Run 1, wires at chosen ports, followed through buffers:
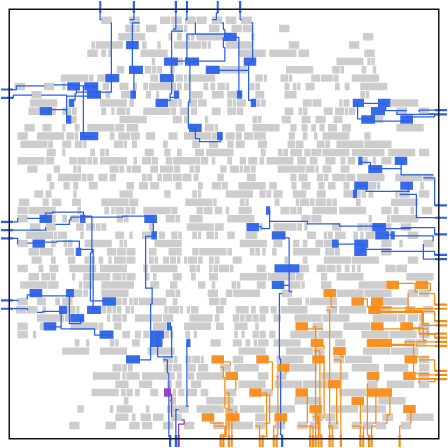
Run 1, ports around the boundary:
Pins as bars across the die edge, other pins in grey.
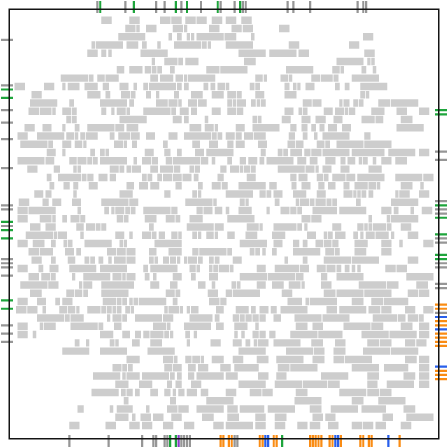
Run 1, wiring by layer:
The bar under the picture is 50 um long.
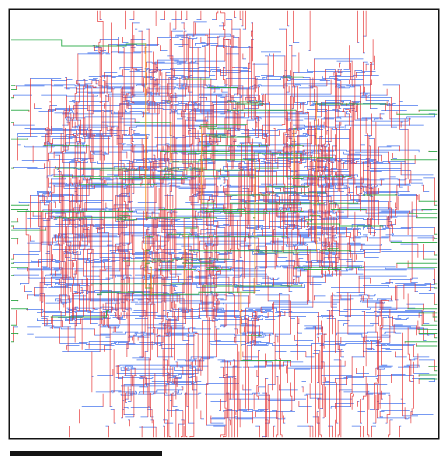
## src/rtl/flash_stream_pkg.sv

```systemverilog
// Shared types and helpers for the flash byte streamer.
package flash_stream_pkg;

  typedef enum logic [1:0] {
    IDLE   = 2'd0,
    FETCH  = 2'd1,
    STREAM = 2'd2,
    FINISH = 2'd3
  } stream_state_t;

  // Byte-index width inside one flash word.
  function automatic int idx_width(input int bytes_per_word);
    return (bytes_per_word > 1) ? $clog2(bytes_per_word) : 1;
  endfunction

endpackage

```

## src/rtl/flash_byte_streamer_byte_step.sv

```systemverilog
// Combinational word/byte stepper: one byte step forward or backward inside [start, end].
module byte_step
  import flash_stream_pkg::*;
#(
  parameter int ADDR_W         = 23,
  parameter int BYTES_PER_WORD = 4,
  parameter int WORD_DELTA     = 1,
  localparam int IDX_W         = idx_width(BYTES_PER_WORD)
) (
  input  logic [ADDR_W-1:0] word_i,
  input  logic [IDX_W-1:0]  idx_i,
  input  logic              reverse_i,
  input  logic [ADDR_W-1:0] start_word_i,
  input  logic [ADDR_W-1:0] end_word_i,
  output logic [ADDR_W-1:0] next_word_o,
  output logic [IDX_W-1:0]  next_idx_o,
  output logic              word_changed_o,
  output logic              boundary_o
);

  localparam logic [IDX_W-1:0]  LAST_IDX = IDX_W'(BYTES_PER_WORD - 1);
  localparam logic [ADDR_W-1:0] DELTA    = ADDR_W'(WORD_DELTA);

  // At a boundary the next word is the wrap target, so the caller only decides loop vs. finish.
  always_comb begin
    next_word_o    = word_i;
    next_idx_o     = idx_i;
    word_changed_o = 1'b0;
    boundary_o     = 1'b0;
    if (!reverse_i) begin
      if (idx_i == LAST_IDX) begin
        word_changed_o = 1'b1;
        next_idx_o     = '0;
        if (word_i == end_word_i) begin
          boundary_o  = 1'b1;
          next_word_o = start_word_i;
        end else begin
          next_word_o = word_i + DELTA;
        end
      end else begin
        next_idx_o = idx_i + IDX_W'(1);
      end
    end else begin
      if (idx_i == '0) begin
        word_changed_o = 1'b1;
        next_idx_o     = LAST_IDX;
        if (word_i == start_word_i) begin
          boundary_o  = 1'b1;
          next_word_o = end_word_i;
        end else begin
          next_word_o = word_i - DELTA;
        end
      end else begin
        next_idx_o = idx_i - IDX_W'(1);
      end
    end
  end

endmodule

```

## src/rtl/flash_byte_streamer.sv

```systemverilog
// Byte-stream sequencer: fetches flash words over req/ack and hands out bytes over valid/ready.
module flash_byte_streamer
  import flash_stream_pkg::*;
#(
  parameter int ADDR_W         = 23,
  parameter int BYTES_PER_WORD = 4,
  parameter int WORD_DELTA     = 1,
  localparam int DATA_W        = 8 * BYTES_PER_WORD
) (
  input  logic              clk,
  input  logic              rst,
  input  logic              start,
  input  logic              stop,
  input  logic              reverse,
  input  logic              loop,
  input  logic [ADDR_W-1:0] start_word,
  input  logic [ADDR_W-1:0] end_word,
  output logic              mem_rd_req,
  output logic [ADDR_W-1:0] mem_addr,
  input  logic              mem_ack,
  input  logic [DATA_W-1:0] mem_data,
  output logic              byte_valid,
  input  logic              byte_ready,
  output logic [7:0]        byte_data,
  output logic              busy,
  output logic              done
);

  localparam int IDX_W = idx_width(BYTES_PER_WORD);
  localparam logic [IDX_W-1:0] LAST_IDX = IDX_W'(BYTES_PER_WORD - 1);

  stream_state_t     state_q, state_d;
  logic [ADDR_W-1:0] word_q, word_d;
  logic [IDX_W-1:0]  idx_q, idx_d;
  logic [DATA_W-1:0] buf_q, buf_d;
  logic [ADDR_W-1:0] start_q, start_d;
  logic [ADDR_W-1:0] end_q, end_d;
  logic              abort_q, abort_d;
  logic              err_q, err_d;

  logic [ADDR_W-1:0] step_word;
  logic [IDX_W-1:0]  step_idx;
  logic              step_changed;
  logic              step_boundary;

  byte_step #(
    .ADDR_W        (ADDR_W),
    .BYTES_PER_WORD(BYTES_PER_WORD),
    .WORD_DELTA    (WORD_DELTA)
  ) u_step (
    .word_i        (word_q),
    .idx_i         (idx_q),
    .reverse_i     (reverse),
    .start_word_i  (start_q),
    .end_word_i    (end_q),
    .next_word_o   (step_word),
    .next_idx_o    (step_idx),
    .word_changed_o(step_changed),
    .boundary_o    (step_boundary)
  );

  // An inverted range still spends one busy cycle in FETCH (request suppressed) so the
  // range compare stays off the start path; done then lands two cycles after start.
  always_comb begin
    state_d = state_q;
    word_d  = word_q;
    idx_d   = idx_q;
    buf_d   = buf_q;
    start_d = start_q;
    end_d   = end_q;
    abort_d = abort_q;
    err_d   = err_q;
    case (state_q)
      IDLE: begin
        if (start && !stop) begin
          start_d = start_word;
          end_d   = end_word;
          err_d   = (start_word > end_word);
          abort_d = 1'b0;
          word_d  = reverse ? end_word : start_word;
          idx_d   = reverse ? LAST_IDX : '0;
          state_d = FETCH;
        end
      end
      FETCH: begin
        if (err_q) begin
          state_d = FINISH;
        end else if (mem_ack) begin
          if (abort_q || stop) begin
            state_d = FINISH;
          end else begin
            buf_d   = mem_data;
            state_d = STREAM;
          end
        end else if (stop) begin
          abort_d = 1'b1;
        end
      end
      STREAM: begin
        if (stop) begin
          state_d = FINISH;
        end else if (byte_ready) begin
          if (step_boundary && !loop) begin
            state_d = FINISH;
          end else begin
            word_d = step_word;
            idx_d  = step_idx;
            if (step_changed) state_d = FETCH;
          end
        end
      end
      FINISH:  state_d = IDLE;
      default: state_d = IDLE;
    endcase
  end

  always_ff @(posedge clk or posedge rst) begin
    if (rst) begin
      state_q <= IDLE;
      word_q  <= '0;
      idx_q   <= '0;
      buf_q   <= '0;
      start_q <= '0;
      end_q   <= '0;
      abort_q <= 1'b0;
      err_q   <= 1'b0;
    end else begin
      state_q <= state_d;
      word_q  <= word_d;
      idx_q   <= idx_d;
      buf_q   <= buf_d;
      start_q <= start_d;
      end_q   <= end_d;
      abort_q <= abort_d;
      err_q   <= err_d;
    end
  end

  assign mem_rd_req = (state_q == FETCH) && !err_q;
  assign mem_addr   = word_q;
  assign byte_valid = (state_q == STREAM);
  assign byte_data  = buf_q[{idx_q, 3'b000} +: 8];
  assign busy       = (state_q == FETCH) || (state_q == STREAM);
  assign done       = (state_q == FINISH);

endmodule

```

## config.mk

```make
export PLATFORM = sky130hd
export DESIGN_NAME = flash_byte_streamer
export DESIGN_NICKNAME = d
export VERILOG_FILES = /design/src/rtl/flash_stream_pkg.sv /design/src/rtl/flash_byte_streamer_byte_step.sv /design/src/rtl/flash_byte_streamer.sv
export SDC_FILE = /design/constraint.sdc
export NUM_CORES = 1
export LEC_CHECK = 0
export CORE_UTILIZATION = 40
export DETAILED_ROUTE_END_ITERATION = 12
export PLACE_DENSITY_LB_ADDON = 0.12
export SLEW_MARGIN = 15
export SYNTH_ARGS = -nofsm -noshare
export SYNTH_HDL_FRONTEND = slang
export SYNTH_SLANG_ARGS = --single-unit
```

## constraint.sdc

```tcl
create_clock -name clk -period 8.07 [get_ports clk]
set_input_delay 2.0175 -clock clk [delete_from_list [all_inputs] [get_ports clk]]
set_output_delay 2.0175 -clock clk [all_outputs]
set_load 0.03 [all_outputs]
```

==> notes.md, run 1 <==
flow finished, numbers: status=finished clean, Placeable Area=18770 sq um, RSZ-0062 raised after global routing=false, via count=6574, chip area line of the yosys report=7697 sq um, first-pass GRT wire length=36.65 mm, crit start category=flop, Clk Tree Root Cell=clkbuf_16, fin util=0.4949, gr ovfl total=0, initial DRC count=398, worst-path maximum fanout=13, CTS Buffer Depth=2, Placed Area=8955 sq um, routed wl met3=1.519 mm, share of layout cells above drive strength 1=0.1267, flip-flops with a built-in enable=0, worst setup path endpoint=byte_data[2], hold depth=1, WP buf/inv=1, # DRC=0, Yosys cell types=62, Post-Synth Adder-Cell Area=0.05202, max_cap viols=0, number of vias per cell=5.757, DP HPWL=16.03 mm, cell row count=50, number of port buffers=120, Non-clk bufs=131, fp_density=0.4101, Fin Clk Skew=0.006540 ns, CTS tree=yes, Signal inverters=39, clock network share of area=0.03596, design area=9289 sq um, CP Capture Type=output pin, final setup violating endpoints=0, number of fill cells=1837, Tot GR Track Use=0.2418, first drt pass iteration count=5, Resized Gates After CTS=0, M1 WL=10.68 mm, GRT met1 Usage=0.3394, met3 Use GR=0.04721, flip-flop and latch count=107, Comb area=4557 sq um, kind of critical path=reg2out, Die X=140.7 um, per-cell routed wire length=20.34 um, GPL Wtd Cong=0.8258, ANT cells=0, sequential cell area fraction in the yosys report=0.3479, main flop type=dfrtp_1, Final Max Slew Viols=0, Worst Hold Class=reg2reg, leading cell category by total area=logic gates, Final min period=4.362 ns, Top-Level Pins=121, CTS Buf Count=9, vias in the first global route=6307, Dominant combinational family=simple AND/OR/NAND/NOR gates
## Picture notes: 'wires at chosen ports, followed through buffers'
[start_word] blue | bits: 23 | direction: input | edge: 7 left, 7 right, 6 top, 3 bottom | end cells: 66 | buffers: 23 | wire: 1120 um
[mem_data] orange | bits: 32 | direction: input | edge: 21 bottom, 11 right | end cells: 32 | buffers: 32 | wire: 713 um
[mem_rd_req] purple | bits: 1 | direction: output | edge: bottom | end cells: 1 | buffers: 1 | wire: 16.8 um

## Picture notes: 'ports around the boundary'
[byte_data] blue | pins: 8 | direction: output | edge: 5 bottom, 3 right
[mem_data] orange | pins: 32 | direction: input | edge: 21 bottom, 11 right
[start_word] green | pins: 23 | direction: input | edge: 7 left, 7 right, 6 top, 3 bottom
[mem_rd_req] purple | pins: 1 | direction: output | edge: bottom

## Picture notes: 'wiring by layer'
[met2] red | wire length: 10800 um
[met3] green | wire length: 1520 um
[met1] blue | wire length: 10700 um
[met4] orange | wire length: 271 um

-- run 1: cell families (layout without fill, tap and decap cells) --
logic type | Yosys count | count (layout)
muxes | 78 | 78
AOI/OAI and AO/OA | 192 | 192
adders and majority gates | 32 | 32
DFF | 107 | 107
and+or+nand+nor | 234 | 234
xor gates and xnor gates | 79 | 79
buffers and inverters | 106 | 186
-- run 1: synth_stat cells (6+ instances only) --
cell type	n	area [sq um]
mux4_2	10	225.2
nor3_1	29	145.1
inv_1	39	146.4
o31a_1	12	105.1
nor4_1	13	81.33
or3_1	7	43.79
a31oi_1	9	56.30
nand2_1	61	229.0
clkbuf_1	35	131.4
a21oi_1	42	210.2
mux2_2	62	698.2
dfrtp_1	107	2678
mux2i_1	6	60.06
and3_1	8	50.05
o21ai_0	65	325.3
nand2b_1	6	37.54
buf_2	23	115.1
nand3_1	26	130.1
xnor2_1	25	219.0
nand4_1	16	100.1
nor2_1	36	135.1
a211oi_1	6	45.04
xor2_1	54	473.0
o31ai_1	18	135.1
and4_1	6	52.55
ha_1	32	400.4
-- run 1: per-stage QoR --
step	hold WS, ns	worst slack, ns	cells
after floorplan	0.4752	3.235	828
after global placement	0.4851	3.630	1126
after detailed placement	0.4905	3.589	1126
after CTS	0.5081	3.650	1142
after global routing	0.5209	3.573	1142
final	0.5063	3.708	1142
-- run 1: flip-flops by register name (all words and copies together) (netlist names) --
signal and cells:
end_q 23, err_q 1, start_q 23, buf_q 32, idx_q 2, state_q 2, abort_q 1, mem_addr 23
-- run 1: power by group --
part           switching (mW)  internal (mW)  total (mW)
sequential              0.401          0.795        1.20
clock                   0.225          0.285       0.510
combinational           0.882          0.774        1.66
total                    1.51           1.85        3.36
Run 1, clock network drawn from the DEF:
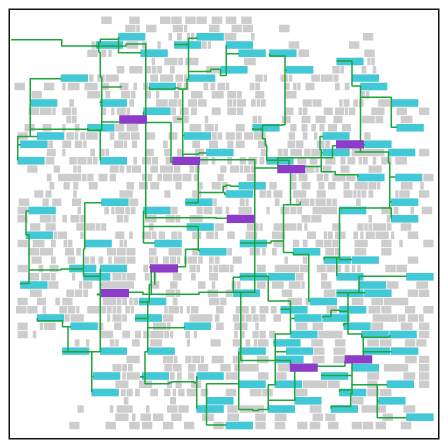

==> inputs of run 2 (changes only) <==
Clock period 8.07 ns to 3.6 ns, I/O delays scaled along.
Run 2, clock network drawn from the DEF:
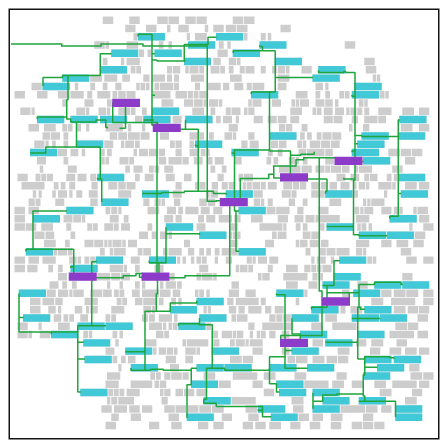
[cells driving clock nets] purple | count: 9
[flip-flops] cyan | count: 107
[clock wires] green | length: 1610 um
routed clock nets: 10
flops lie: widely spread

Run 2, placed standard cells:
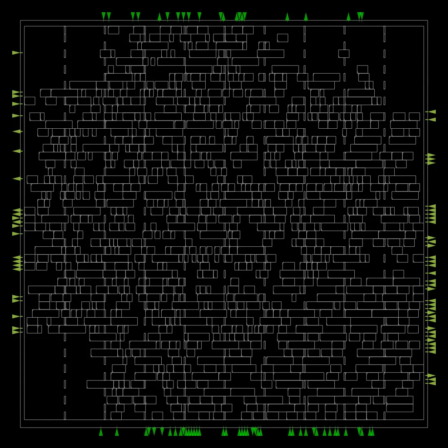
cell row count: 50
sequential cell area share: 0.2834
number of fill cells: 1811
Placeable Area: 18770 sq um

Run 2, wires at chosen ports, followed through buffers:
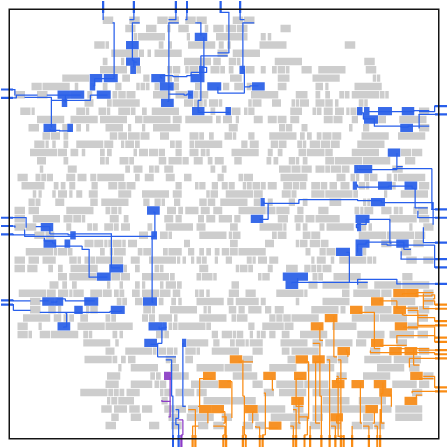
[mem_data] orange | bits: 32 | direction: input | edge: 21 bottom, 11 right | end cells: 32 | buffers: 32 | wire: 664 um
[start_word] blue | bits: 23 | direction: input | edge: 8 right, 7 left, 6 top, 2 bottom | end cells: 66 | buffers: 23 | wire: 1020 um
[mem_rd_req] purple | bits: 1 | direction: output | edge: bottom | end cells: 1 | buffers: 1 | wire: 23.9 um

==> notes.md, run 2 <==
flow finished, numbers: fin cells=1160, Tot GR Track Use=0.2447, worst setup path endpoint=byte_data[2], Top-Level Pins=121, Clk Tree Root Cell=clkbuf_16, RSZ-0062 raised after global routing=false, Placed Cells=1144, number of port buffers=120, first drt pass iteration count=6, worst-path maximum fanout=9, GPL Wtd Cong=0.8786, chip area line of the yosys report=7697 sq um, first-pass GRT wire length=37.25 mm, sequential cell area fraction in the yosys report=0.3479, flip-flops with a built-in enable=0, CTS Buffer Depth=2, Yosys cell types=62, most common cell in the synthesized netlist=dfrtp_1, Worst Hold Class=reg2reg, Fin Clk Skew=0.005608 ns, via count=6614, status=finished clean, commonest cells in the netlist=dfrtp_1, o21ai_0, mux2_2, hold depth=1, max_cap viols=0, kind of critical path=reg2out, crit start category=flop, gr ovfl total=0, Resized Gates After CTS=0, initial DRC count=516, CTS tree=yes, Comb area=4557 sq um, CTS Buf Count=9, Synth top area share=0.3479, fp_density=0.4101, design area=9448 sq um, ANT cells=0, fin util=0.5034, DP HPWL=16.87 mm, Placed Area=9129 sq um, number of vias per cell=5.702
==> run 2: netlist changes by cell type in the layout (fill, tap and decap cells not counted), sizes merged <==
cell,change
clkinvlp,+1
bufinv,-2
buf,+18
clkbuf,-1
clkinv,+2
==> run 2: cell type report <==
type / instances / area share
clock buffer: 9 / 0.02384
multi-input combinational: 615 / 0.4823
clock inverter: 7 / 0.009932
sequential: 107 / 0.2834
tap: 234 / 0.03099
inverter: 39 / 0.01589
timing repair buffer: 149 / 0.1536
==> run 2: where the power goes <==
| part | leakage, nW | switching, mW | internal, mW |
|---|---|---|---|
| Combinational | 2.46 | 2.09 | 1.81 |
| Clock | 0.154 | 0.563 | 0.504 |
| Sequential | 1.30 | 0.828 | 1.78 |
==> run 2: worst max-delay path, delay by kind of cell (launching register included) <==
kind | cells | cell delay (ns)
flip-flops | 1 | 0.70
multiplexers | 1 | 0.57
buffers and inverters | 1 | 0.62
==> run 2: kinds of logic (layout without fill, tap and decap cells) <==
kind of cell             count (synthesis)  in the layout  share of synthesized area
AND/OR/NAND/NOR                        234            234                     0.1635
multiplexers                            78             78                     0.1278
flip-flops                             107            107                     0.3479
adder cells (fa/ha/maj)                 32             32                    0.05202
buffers and inverters                  106            204                    0.06079
XOR/XNOR                                79             79                    0.08989
AND-OR/OR-AND                          192            192                     0.1582
==> run 2: routing by layer <==
metal	up-vias	GRT usage	wire, um
met2	265	0.3671	10210
met5	-	0.01754	48
li1	3175	-	-
met4	2	0.06808	444
met1	3137	0.3558	10720
met3	35	0.04688	1882
==> run 2: through the flow <==
step           hold WS [ns]  power, mW
2_1_floorplan        0.4752      5.151
5_1_grt              0.5262      8.070
3_5_place_dp         0.4909      6.498
4_1_cts              0.5108      7.588
6_report             0.5084      7.579
3_3_place_gp         0.4856      6.487
Run 2, ports around the boundary:
Pins as bars across the die edge, other pins in grey.
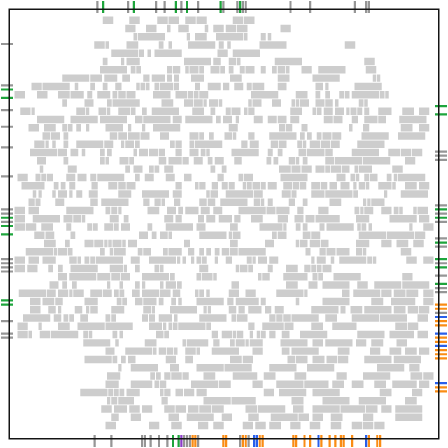

==> inputs of run 3 (changes only) <==
--- a/config.mk
+++ b/config.mk
@@ -6,6 +6,7 @@
 export NUM_CORES = 1
 export LEC_CHECK = 0
-export CORE_UTILIZATION = 40
+export CORE_UTILIZATION = 30
 export DETAILED_ROUTE_END_ITERATION = 12
+export GPL_ROUTABILITY_DRIVEN = 0
 export PLACE_DENSITY_LB_ADDON = 0.12
 export SLEW_MARGIN = 15
==> constraint.sdc (replaced) <==
create_clock -name clk -period 3.6 [get_ports clk]
set_input_delay 0.54 -clock clk [delete_from_list [all_inputs] [get_ports clk]]
set_output_delay 0.54 -clock clk [all_outputs]
set_load 0.03 [all_outputs]
Run 3, ports around the boundary:
Pins as bars across the die edge, other pins in grey.
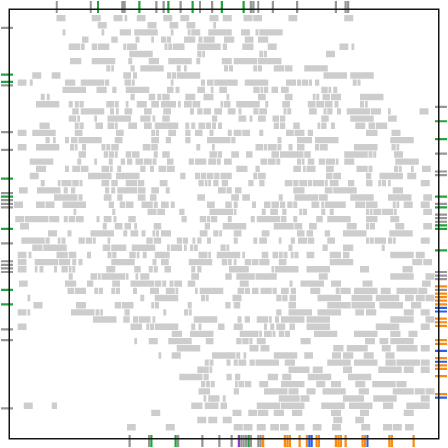
[mem_data] orange | pins: 32 | direction: input | edge: 17 bottom, 15 right
[mem_rd_req] purple | pins: 1 | direction: output | edge: bottom
[byte_data] blue | pins: 8 | direction: output | edge: 5 right, 3 bottom
[start_word] green | pins: 23 | direction: input | edge: 7 left, 7 right, 6 top, 3 bottom

Run 3, placed standard cells:
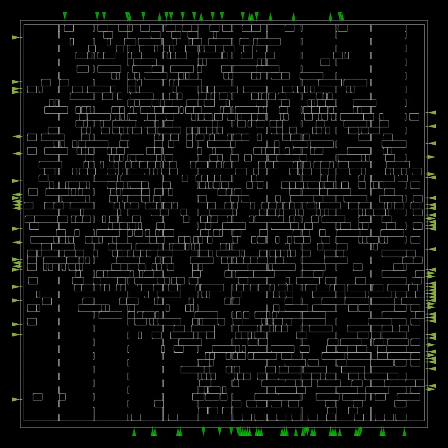
fin util: 0.3799
Placeable Area: 25180 sq um

Run 3, clock network drawn from the DEF:
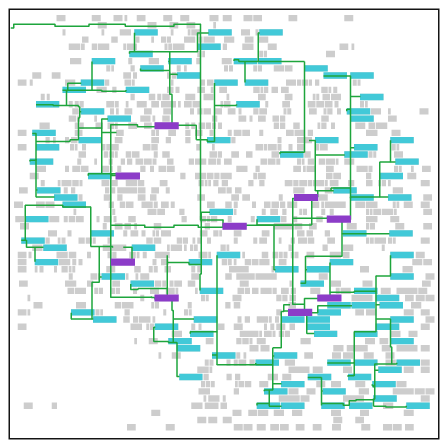
[cells driving clock nets] purple | count: 9
[clock wires] green | length: 1750 um
[flip-flops] cyan | count: 107
routed clock nets: 10
flops lie: widely spread
clk_lat worst skew: 0.37 ns
Clk. pwr: 1.06 mW
Fin Clk Skew: 0.01293 ns

==> notes.md, run 3 <==
flow finished, numbers: Tot GR Track Use=0.2015, Die X=162.2 um, main flop type=dfrtp_1, Flop pwr share=0.346, initial DRC count=400, Biggest register=buf_q, Placed Area=9250 sq um, CTS Buf Count=9, CTS tree=yes, final setup violating endpoints=0, GR Util met2=0.3258, first drt pass iteration count=5, Final min period=2.987 ns, area leader, netlist=dfrtp_1, number of vias per cell=5.230, share of layout cells above drive strength 1=0.1455, via count=6579, clock group share of total power=0.139, kind of critical path=reg2reg, commonest cells in the netlist=dfrtp_1, o21ai_0, mux2_2, fin cells=1258, most common cell in the synthesized netlist=dfrtp_1, sw frac=0.4620, WP buf/inv=1, max reg flops=32, first-pass GRT wire length=39.84 mm, CP Capture Type=flop, top layer in use=met4, number of port buffers=120, sequential cell area fraction in the yosys report=0.3479, RSZ-0062 raised after global routing=false, vias in the first global route=6691, Yosys cell types=62, top cells by area, synth=dfrtp_1, mux2_2, xor2_1, Top-Level Pins=121, internal power=4.097 mW, delay-heaviest family, CP=simple AND/OR/NAND/NOR gates, gr ovfl total=0, DP HPWL=19.08 mm, # DRC=0, CTS Buffer Depth=2, gr busiest metal=met2, crit start category=flop, met3 Use GR=0.03779, flip-flops with a built-in enable=0, Resized Gates After CTS=0, Logic pwr share=0.515, per-cell routed wire length=20.36 um, design area=9567 sq um, WL met2=11.86 mm, largest power group=combinational cells, P_sw=3.517 mW, status=finished clean, chip area line of the yosys report=7697 sq um, Seq. pwr=2.63 mW, Worst Hold Class=reg2reg
==> run 3: cell counts after synthesis <==
No cell type changed its count.
==> run 3: cell type report <==
cell class                      instances  area, sq um  area share
Multi-Input combinational cell        615         4557      0.4763
Sequential cell                       107         2678      0.2799
Timing Repair Buffer                  151         1454      0.1520
Tap cell                              330        412.9     0.04316
Clock buffer                            9        225.2     0.02354
Inverter                               39        148.9     0.01556
Clock inverter                          7        91.34    0.009547
==> run 3: worst paths after layout <==
path,from,end,cells after the start
setup reg to reg,mem_addr[7]$_DFFE_PP0P_,mem_addr[20]$_DFFE_PP0P_,8
min in group asynchronous,rst,start_q[3]$_DFFE_PP0P_,2
max in group asynchronous,rst,mem_addr[12]$_DFFE_PP0P_,3
setup / recovery,mem_addr[7]$_DFFE_PP0P_,mem_addr[20]$_DFFE_PP0P_,8
hold reg to reg,buf_q[18]$_DFFE_PP0P_,buf_q[18]$_DFFE_PP0P_,1
hold / removal,buf_q[18]$_DFFE_PP0P_,buf_q[18]$_DFFE_PP0P_,1
==> run 3: cells by family (layout without fill, tap and decap cells) <==
family                     Yosys count  after routing  share of synthesized area
and+or+nand+nor                    234            234                     0.1635
AOI/OAI and AO/OA                  192            192                     0.1582
muxes                               78             78                     0.1278
xor gates and xnor gates            79             79                    0.08989
buffers and inverters              106            206                    0.06079
DFF                                107            107                     0.3479
adders and majority gates           32             32                    0.05202
==> run 3: per-stage QoR <==
step	worst slack, ns	hold slack (ns)	power, mW
final	0.6126	0.5082	7.614
after global routing	0.3156	0.5292	8.153
after CTS	0.5697	0.5134	7.691
after detailed placement	0.5524	0.4920	6.590
after global placement	0.6302	0.4862	6.583
after floorplan	0.2428	0.4752	5.151
Power is estimated from default activity; no workload was simulated.
